`src/rtl/kbd_pkg.sv`:
```
// Shared types and scan-code constants for the PS/2 set-2 key decoder.
package kbd_pkg;

    // Token values handed to the calculator core (zero-extended to KEY_W).
    typedef enum logic [3:0] {
        DIGIT0, DIGIT1, DIGIT2, DIGIT3, DIGIT4,
        DIGIT5, DIGIT6, DIGIT7, DIGIT8, DIGIT9,
        MINUS, PLUS, MUL, PCT, ENTER, ERROR
    } key_token_e;

    // Prefix tracking: which prefix bytes have been seen for the current key.
    typedef enum logic [1:0] {
        IDLE, EXT, BRK, EXT_BRK
    } decode_state_e;

    localparam logic [7:0] SC_EXT    = 8'hE0;
    localparam logic [7:0] SC_BREAK  = 8'hF0;
    localparam logic [7:0] SC_LSHIFT = 8'h12;
    localparam logic [7:0] SC_RSHIFT = 8'h59;
    localparam logic [7:0] SC_ENTER  = 8'h5A;

endpackage

```
`src/rtl/key_token_fifo.sv`:
```
// Synchronous token FIFO. A push into a full FIFO is accepted only when a pop
// frees a slot in the same cycle; otherwise it is dropped and overflow pulses
// in the following cycle. No bypass: a push into an empty FIFO shows next cycle.
module key_token_fifo #(
    parameter int FIFO_DEPTH = 4,
    parameter int KEY_W      = 4,
    localparam int LVL_W     = $clog2(FIFO_DEPTH + 1),
    localparam int PTR_W     = $clog2(FIFO_DEPTH)
) (
    input  logic             clk,
    input  logic             rst_n,
    input  logic             push,
    input  logic [KEY_W-1:0] push_data,
    input  logic             pop,
    output logic [KEY_W-1:0] head,
    output logic             empty,
    output logic [LVL_W-1:0] level,
    output logic             overflow
);

    logic [KEY_W-1:0] mem_q [FIFO_DEPTH];
    logic [KEY_W-1:0] mem_d [FIFO_DEPTH];
    logic [PTR_W-1:0] wr_q, wr_d, rd_q, rd_d;
    logic [LVL_W-1:0] cnt_q, cnt_d;
    logic             ovf_q, ovf_d;
    logic             full, do_push, do_pop;

    assign empty    = (cnt_q == '0);
    assign full     = (cnt_q == LVL_W'(FIFO_DEPTH));
    assign level    = cnt_q;
    assign overflow = ovf_q;
    // Head reads as zero while empty so outputs are clean after reset.
    assign head     = empty ? '0 : mem_q[rd_q];

    // Next-state: pointer advance, storage write, occupancy and drop detection.
    always_comb begin
        mem_d   = mem_q;
        wr_d    = wr_q;
        rd_d    = rd_q;
        cnt_d   = cnt_q;
        do_pop  = pop && !empty;
        do_push = push && (!full || do_pop);
        ovf_d   = push && !do_push;
        if (do_push) begin
            mem_d[wr_q] = push_data;
            wr_d        = wr_q + PTR_W'(1);
        end
        if (do_pop) begin
            rd_d = rd_q + PTR_W'(1);
        end
        if (do_push && !do_pop) begin
            cnt_d = cnt_q + LVL_W'(1);
        end else if (do_pop && !do_push) begin
            cnt_d = cnt_q - LVL_W'(1);
        end
    end

    // State register with synchronous active-low reset.
    always_ff @(posedge clk) begin
        if (!rst_n) begin
            mem_q <= '{default: '0};
            wr_q  <= '0;
            rd_q  <= '0;
            cnt_q <= '0;
            ovf_q <= 1'b0;
        end else begin
            mem_q <= mem_d;
            wr_q  <= wr_d;
            rd_q  <= rd_d;
            cnt_q <= cnt_d;
            ovf_q <= ovf_d;
        end
    end

endmodule

```
`src/rtl/scan_code_decoder.sv`:
```
// PS/2 set-2 byte stream -> calculator key tokens, buffered in a token FIFO.
// Optional macro KEYPAD_EN: decode numpad makes and E0 5A (keypad ENTER).
module scan_code_decoder
    import kbd_pkg::*;
#(
    parameter int FIFO_DEPTH      = 4,
    parameter int KEY_W           = 4,
    parameter int SUPPRESS_REPEAT = 0
) (
    input  logic                              clk,
    input  logic                              rst_n,
    input  logic [7:0]                        scan_code_in,
    input  logic                              scan_code_valid,
    output logic [KEY_W-1:0]                  key_out,
    output logic                              key_valid,
    input  logic                              key_ready,
    output logic                              shift_active,
    output logic                              overflow,
    output logic [$clog2(FIFO_DEPTH+1)-1:0]   fifo_level
);

    // Non-extended make code to token; shift only alters 55, 3E and 2E.
    function automatic key_token_e map_make(input logic [7:0] code, input logic shift);
        map_make = ERROR;
        case (code)
            8'h45: map_make = DIGIT0;
            8'h16: map_make = DIGIT1;
            8'h1E: map_make = DIGIT2;
            8'h26: map_make = DIGIT3;
            8'h25: map_make = DIGIT4;
            8'h2E: map_make = shift ? PCT : DIGIT5;
            8'h36: map_make = DIGIT6;
            8'h3D: map_make = DIGIT7;
            8'h3E: map_make = shift ? MUL : DIGIT8;
            8'h46: map_make = DIGIT9;
            8'h4E: map_make = MINUS;
            8'h55: map_make = shift ? PLUS : ERROR;
            8'h5A: map_make = ENTER;
`ifdef KEYPAD_EN
            8'h70: map_make = DIGIT0;
            8'h69: map_make = DIGIT1;
            8'h72: map_make = DIGIT2;
            8'h7A: map_make = DIGIT3;
            8'h6B: map_make = DIGIT4;
            8'h73: map_make = DIGIT5;
            8'h74: map_make = DIGIT6;
            8'h6C: map_make = DIGIT7;
            8'h75: map_make = DIGIT8;
            8'h7D: map_make = DIGIT9;
            8'h7B: map_make = MINUS;
            8'h79: map_make = PLUS;
            8'h7C: map_make = MUL;
`endif
            default: map_make = ERROR;
        endcase
    endfunction

    decode_state_e state_q, state_d;
    logic          lshift_q, lshift_d, rshift_q, rshift_d;
    logic [7:0]    last_make_q, last_make_d;
    logic          last_vld_q, last_vld_d;
    logic          push;
    key_token_e    tok;
    logic          fifo_empty;

    assign shift_active = lshift_q || rshift_q;
    assign key_valid    = !fifo_empty;

    // Prefix FSM, shift/last-make tracking and token generation.
    always_comb begin
        state_d     = state_q;
        lshift_d    = lshift_q;
        rshift_d    = rshift_q;
        last_make_d = last_make_q;
        last_vld_d  = last_vld_q;
        push        = 1'b0;
        tok         = ERROR;
        if (scan_code_valid) begin
            case (state_q)
                IDLE: begin
                    if (scan_code_in == SC_EXT) begin
                        state_d = EXT;
                    end else if (scan_code_in == SC_BREAK) begin
                        state_d = BRK;
                    end else if (!(SUPPRESS_REPEAT != 0 && last_vld_q &&
                                   last_make_q == scan_code_in)) begin
                        last_make_d = scan_code_in;
                        last_vld_d  = 1'b1;
                        if (scan_code_in == SC_LSHIFT) begin
                            lshift_d = 1'b1;
                        end else if (scan_code_in == SC_RSHIFT) begin
                            rshift_d = 1'b1;
                        end else begin
                            push = 1'b1;
                            tok  = map_make(scan_code_in, shift_active);
                        end
                    end
                end
                EXT: begin
                    if (scan_code_in == SC_BREAK) begin
                        state_d = EXT_BRK;
                    end else begin
                        state_d = IDLE;
`ifdef KEYPAD_EN
                        if (scan_code_in == SC_ENTER) begin
                            push = 1'b1;
                            tok  = ENTER;
                        end
`endif
                    end
                end
                BRK: begin
                    state_d    = IDLE;
                    last_vld_d = 1'b0;
                    if (scan_code_in == SC_LSHIFT) lshift_d = 1'b0;
                    if (scan_code_in == SC_RSHIFT) rshift_d = 1'b0;
                end
                default: begin
                    state_d    = IDLE;
                    last_vld_d = 1'b0;
                end
            endcase
        end
    end

    // Decoder state register with synchronous active-low reset.
    always_ff @(posedge clk) begin
        if (!rst_n) begin
            state_q     <= IDLE;
            lshift_q    <= 1'b0;
            rshift_q    <= 1'b0;
            last_make_q <= '0;
            last_vld_q  <= 1'b0;
        end else begin
            state_q     <= state_d;
            lshift_q    <= lshift_d;
            rshift_q    <= rshift_d;
            last_make_q <= last_make_d;
            last_vld_q  <= last_vld_d;
        end
    end

    key_token_fifo #(
        .FIFO_DEPTH (FIFO_DEPTH),
        .KEY_W      (KEY_W)
    ) u_fifo (
        .clk       (clk),
        .rst_n     (rst_n),
        .push      (push),
        .push_data (KEY_W'(tok)),
        .pop       (key_ready),
        .head      (key_out),
        .empty     (fifo_empty),
        .level     (fifo_level),
        .overflow  (overflow)
    );

endmodule

```
`config.mk`:
```
export PLATFORM = sky130hd
export DESIGN_NAME = scan_code_decoder
export DESIGN_NICKNAME = d
export VERILOG_FILES = /design/src/rtl/kbd_pkg.sv /design/src/rtl/key_token_fifo.sv /design/src/rtl/scan_code_decoder.sv
export SDC_FILE = /design/constraint.sdc
export NUM_CORES = 1
export LEC_CHECK = 0
export CORE_ASPECT_RATIO = 1.1
export CORE_UTILIZATION = 50
export DETAILED_ROUTE_END_ITERATION = 10
export PLACE_DENSITY = 0.7
export RECOVER_POWER = 50
export SYNTH_ARGS = -nofsm -noshare
export SYNTH_HDL_FRONTEND = slang
export SYNTH_SLANG_ARGS = --single-unit
```
`constraint.sdc`:
```
create_clock -name clk -period 3.7 [get_ports clk]
set_input_delay 0.37 -clock clk [delete_from_list [all_inputs] [get_ports clk]]
set_output_delay 0.37 -clock clk [all_outputs]
set_load 0.02 [all_outputs]
```
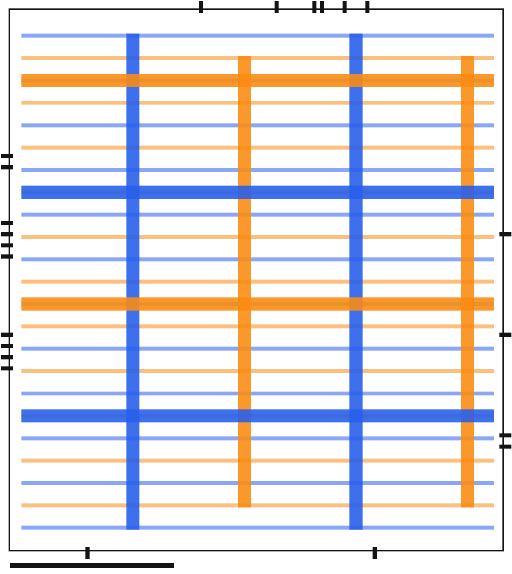
(run_1/pdn.png)
Bar = 20 um. Pins as bars on the die edge.
color	net
orange	VDD
blue	VSS
met5 straps	4
met4 straps	4
rows	22
signal pins	22
met1 rails	23
maximum vdd drop: 0.000164 V
standard cell core area: 0.00344 mm2
die height: 65.7 um
die width: 59.9 um

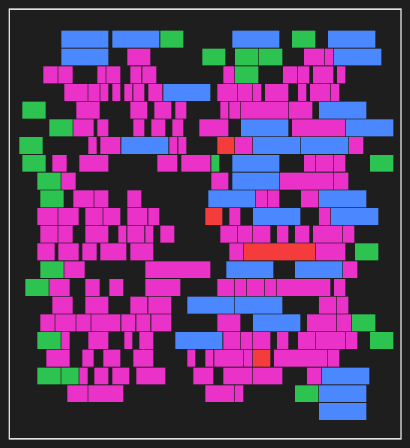
(run_1/cell_classes.png)
color	class	cells	share of their area
green	other buffers and delay cells	23	11%
blue	flip-flops	28	27%
magenta	all other logic	157	59%
red	clock drivers and dummy loads	4	2.6%
Final Util: 61.4%
number of cell rows: 22
post-route cell area: 0.00211 mm2
flop share of the area: 26.5%

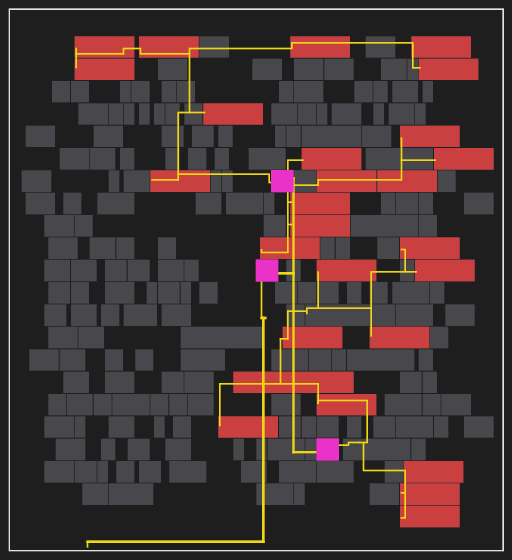
(run_1/clock_map.png)
[magenta] cells driving clock nets | count: 3
[yellow] clock wires | length: 319 um
[red] flip-flops | count: 28
routed clock nets	4
Clock group: 0.000203 W
clock latency of the later-clocked register in the worst-skew pair: 0.34 ns
worst clock skew on the final layout: 0.00985 ns

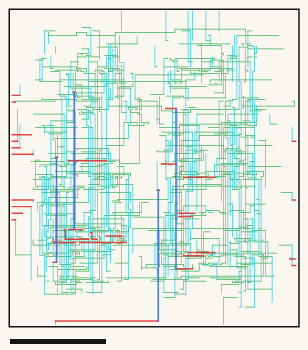
(run_1/metal_stack.png)
Bar = 20 um.
color	layer	wire length
green	met1	1750 um
blue	met4	111 um
cyan	met2	2180 um
red	met3	120 um
all-layer global routing usage: 23.3%
detailed-route via count: 1609
total wirelength of the detailed-routed design: 4170 um

==> run notes, run 1 <==
Flow results.

- The run finished with clean final reports.
- The internal power of the cells totals 0.000652 W.
- The required arrival time at the worst endpoint is between 3 and 4 ns.
- In this run the worst path has a maximum fanout of 22.
- From synthesis to final layout, the design area changed by 14.5%.
- The net count after synthesis is 215.
- The script computed the net switching share of total power as 35.1%.
- In the synthesized netlist the async set-or-reset flop fraction comes to 0%.
- The share of the core area taken by cells at floorplan is 53.6%.
- The initial antenna violation count came to 0.
- According to the cell report, flip-flops and latches in the layout number 28.
- The total overflow reported by the global router is 0.
- The layout summary lists the proportion of cells stronger than drive strength 1 as between 10% and 20%.
- The number of H-tree branching levels is 1.
- For met3 alone, demand over resource in global routing was under 10%.
- The CTS report gives the tree buffer count as 3.
- The post-synthesis share of cell area spent on and, or, nand and nor gates is 24.9%.
- The proportion of final cell area spent on non-clock buffers is between 10% and 20%.
- The count of cells in the finished layout, fillers not included, comes to around 260.
- The depth of the critical timing path with buffers and inverters included is 7.
- The buffer_ports step reported a buffer count of 21.
- The worst-case reg-to-reg setup slack stands at approximately 1.2 ns.
- The fraction of synthesized cell area taken by the top area cell type is a little under a third.
==> run 1 -> run 2 <==
--- a/config.mk
+++ b/config.mk
@@ -8,7 +8,7 @@
 export CORE_ASPECT_RATIO = 1.1
 export CORE_UTILIZATION = 50
 export DETAILED_ROUTE_END_ITERATION = 10
-export PLACE_DENSITY = 0.7
+export PLACE_DENSITY = 0.73
 export RECOVER_POWER = 50
 export SYNTH_ARGS = -nofsm -noshare
 export SYNTH_HDL_FRONTEND = slang
==> constraint.sdc (replaced) <==
create_clock -name clk -period 2.3 [get_ports clk]
set_input_delay 0.23 -clock clk [delete_from_list [all_inputs] [get_ports clk]]
set_output_delay 0.23 -clock clk [all_outputs]
set_load 0.02 [all_outputs]
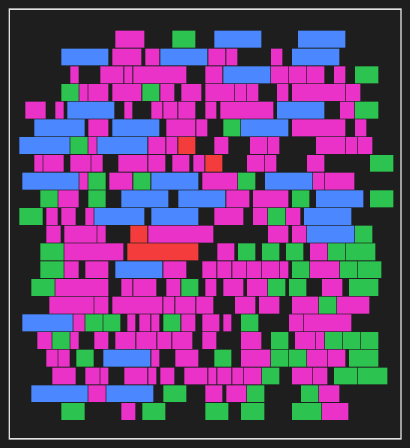
(run_2/cell_classes.png)
color	class	cells	share of their area
blue	flip-flops	28	24%
green	other buffers and delay cells	59	21%
magenta	all other logic	157	53%
red	clock drivers and dummy loads	4	2.2%
post-route cell area: 0.00249 mm2
flop share of the area: 23.1%
Final Util: 72.4%

==> run notes, run 2 <==
Flow results.

- Run status: completed (unchanged).
- The proportion of total power due to net switching is 35.1% (about the same).
- The global routing usage on met3 is 4.13% (was 2.76%).
- The async set-reset flop share out of synthesis came to 0% (unchanged).
- The overall fraction of global-route tracks in use is 27.2% (was 23.3%).
- The number of standard cells in the final layout excluding fillers is 296 (was 260).
- The clock group power is 0.000329 W (was 0.000203 W).
- The number of buffers inserted by port buffering is 21 (unchanged).
- The largest clock skew in the final design is 0.00502 ns (was 0.00985 ns).
- The area overhead of the layout relative to synthesis is 35.0% (was 14.5%).
- The clock latency on the worst-skew pair is 0.33 ns (was 0.34 ns).
- The post-synthesis share of cell area spent on and, or, nand and nor gates was 24.9% (unchanged).
- The proportion of final cell area spent on non-clock buffers is 20.4% (was 10.5%).
- The initial antenna violation count is 0 (unchanged).
- The total number of placement rows is 22 (unchanged).
- The required arrival time at the worst endpoint is 2.56 ns (was 3.94 ns).
- The total overflow reported by the global router is 0 (unchanged).
- The number of CTS-inserted buffers was 3 (unchanged).
- The sequential cell count was 28 (unchanged).
- The vias after detailed routing is 1763 (was 1609).
- The net count after synthesis is 215 (unchanged).
- The depth of the critical timing path with buffers and inverters included is 10 (was 7).
- The flop-to-flop setup slack is 0.07 ns (was 1.18 ns).
- The standard cell core area is 0.00344 mm2 (unchanged).
- The fraction of synthesized cell area taken by the top area cell type came to 30.4% (unchanged).
- The starting density of the core is 53.6% (unchanged).
- The internal portion of total power is 0.00116 W (was 0.000652 W).
- The number of H-tree branching levels is 1 (unchanged).
- The largest fanout on the critical path came to 2 (was 22).
- The die outline width is 59.9 um (unchanged).
==> run 2 -> run 3 <==
--- a/config.mk
+++ b/config.mk
@@ -8,6 +8,7 @@
 export CORE_ASPECT_RATIO = 1.1
 export CORE_UTILIZATION = 50
 export DETAILED_ROUTE_END_ITERATION = 10
+export GPL_ROUTABILITY_DRIVEN = 0
 export PLACE_DENSITY = 0.73
 export RECOVER_POWER = 50
 export SYNTH_ARGS = -nofsm -noshare
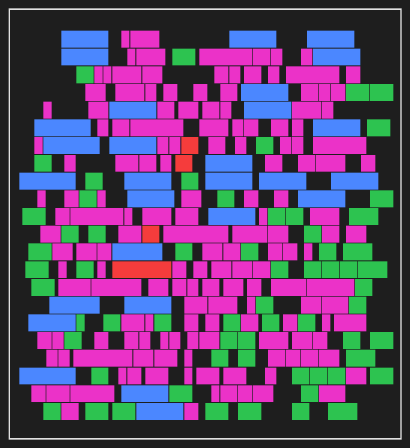
(run_3/cell_classes.png)
color	class	cells	share of their area
red	clock drivers and dummy loads	4	1.9%
magenta	all other logic	157	53%
blue	flip-flops	28	24%
green	other buffers and delay cells	63	22%
post-route cell area: 0.00251 mm2
flop share of the area: 23.0%

==> run notes, run 3 <==
Flow results.

- The sequential cell count is 28 (unchanged).
- The total overflow reported by the global router came to 0 (unchanged).
- The vias after detailed routing was 1814 (was 1763).
- The required arrival time at the worst endpoint is 2.56 ns (about the same).
- The async set-reset flop share out of synthesis is 0% (unchanged).
- The depth of the critical timing path with buffers and inverters included is 10 (unchanged).
- The wire length reported by the detailed router is 4900 um (was 4820 um).
- The clock group power is 0.000284 W (was 0.000329 W).
- Run status: completed (unchanged).
- The number of H-tree branching levels came to 1 (unchanged).
- The standard cell core area is 0.00344 mm2 (unchanged).
- The die outline width was 59.9 um (unchanged).
- The overall fraction of global-route tracks in use is 26.7% (was 27.2%).
- The total number of placement rows was 22 (unchanged).
- The fraction of layout cells with a size suffix above 1 was 31.3% (was 31.5%).
- The number of standard cells in the final layout excluding fillers is 300 (was 296).
- The clock latency on the worst-skew pair is 0.33 ns (about the same).
- The proportion of final cell area spent on non-clock buffers is 21.3% (was 20.4%).
- The largest fanout on the critical path is 2 (unchanged).
- The fraction of synthesized cell area taken by the top area cell type is 30.4% (unchanged).
- The internal portion of total power is 0.00112 W (was 0.00116 W).
- The largest clock skew in the final design is 0.00601 ns (was 0.00502 ns).
- The die boundary height came to 65.7 um (unchanged).
- The initial antenna violation count is 0 (unchanged).
- The number of CTS-inserted buffers is 3 (unchanged).
- The net count after synthesis is 215 (unchanged).
- The global routing usage on met3 is 1.77% (was 4.13%).
- The post-synthesis share of cell area spent on and, or, nand and nor gates came to 24.9% (unchanged).
- The starting density of the core was 53.6% (unchanged).

==> notes/layouts.md <==
Pictures saved along the way, in no particular order.

Routing congestion map.
(a)
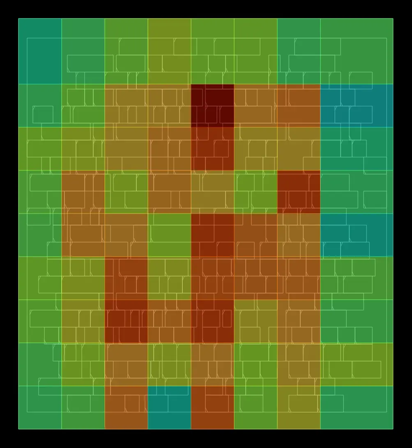
(b)
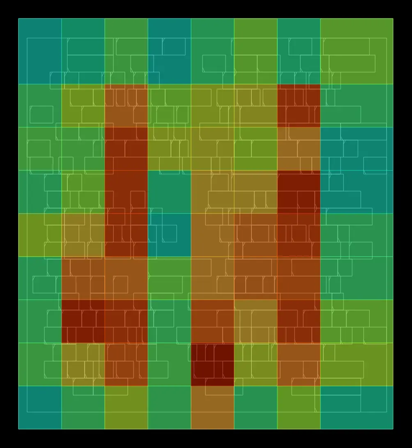
(c)
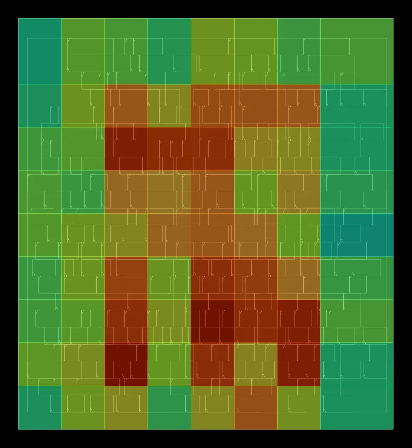
(c) is run 3.
(b) is run 1.
(a) is run 2.
- lowest utilization: (b)

No activity file was given, so power comes from the tool's default toggle rates.
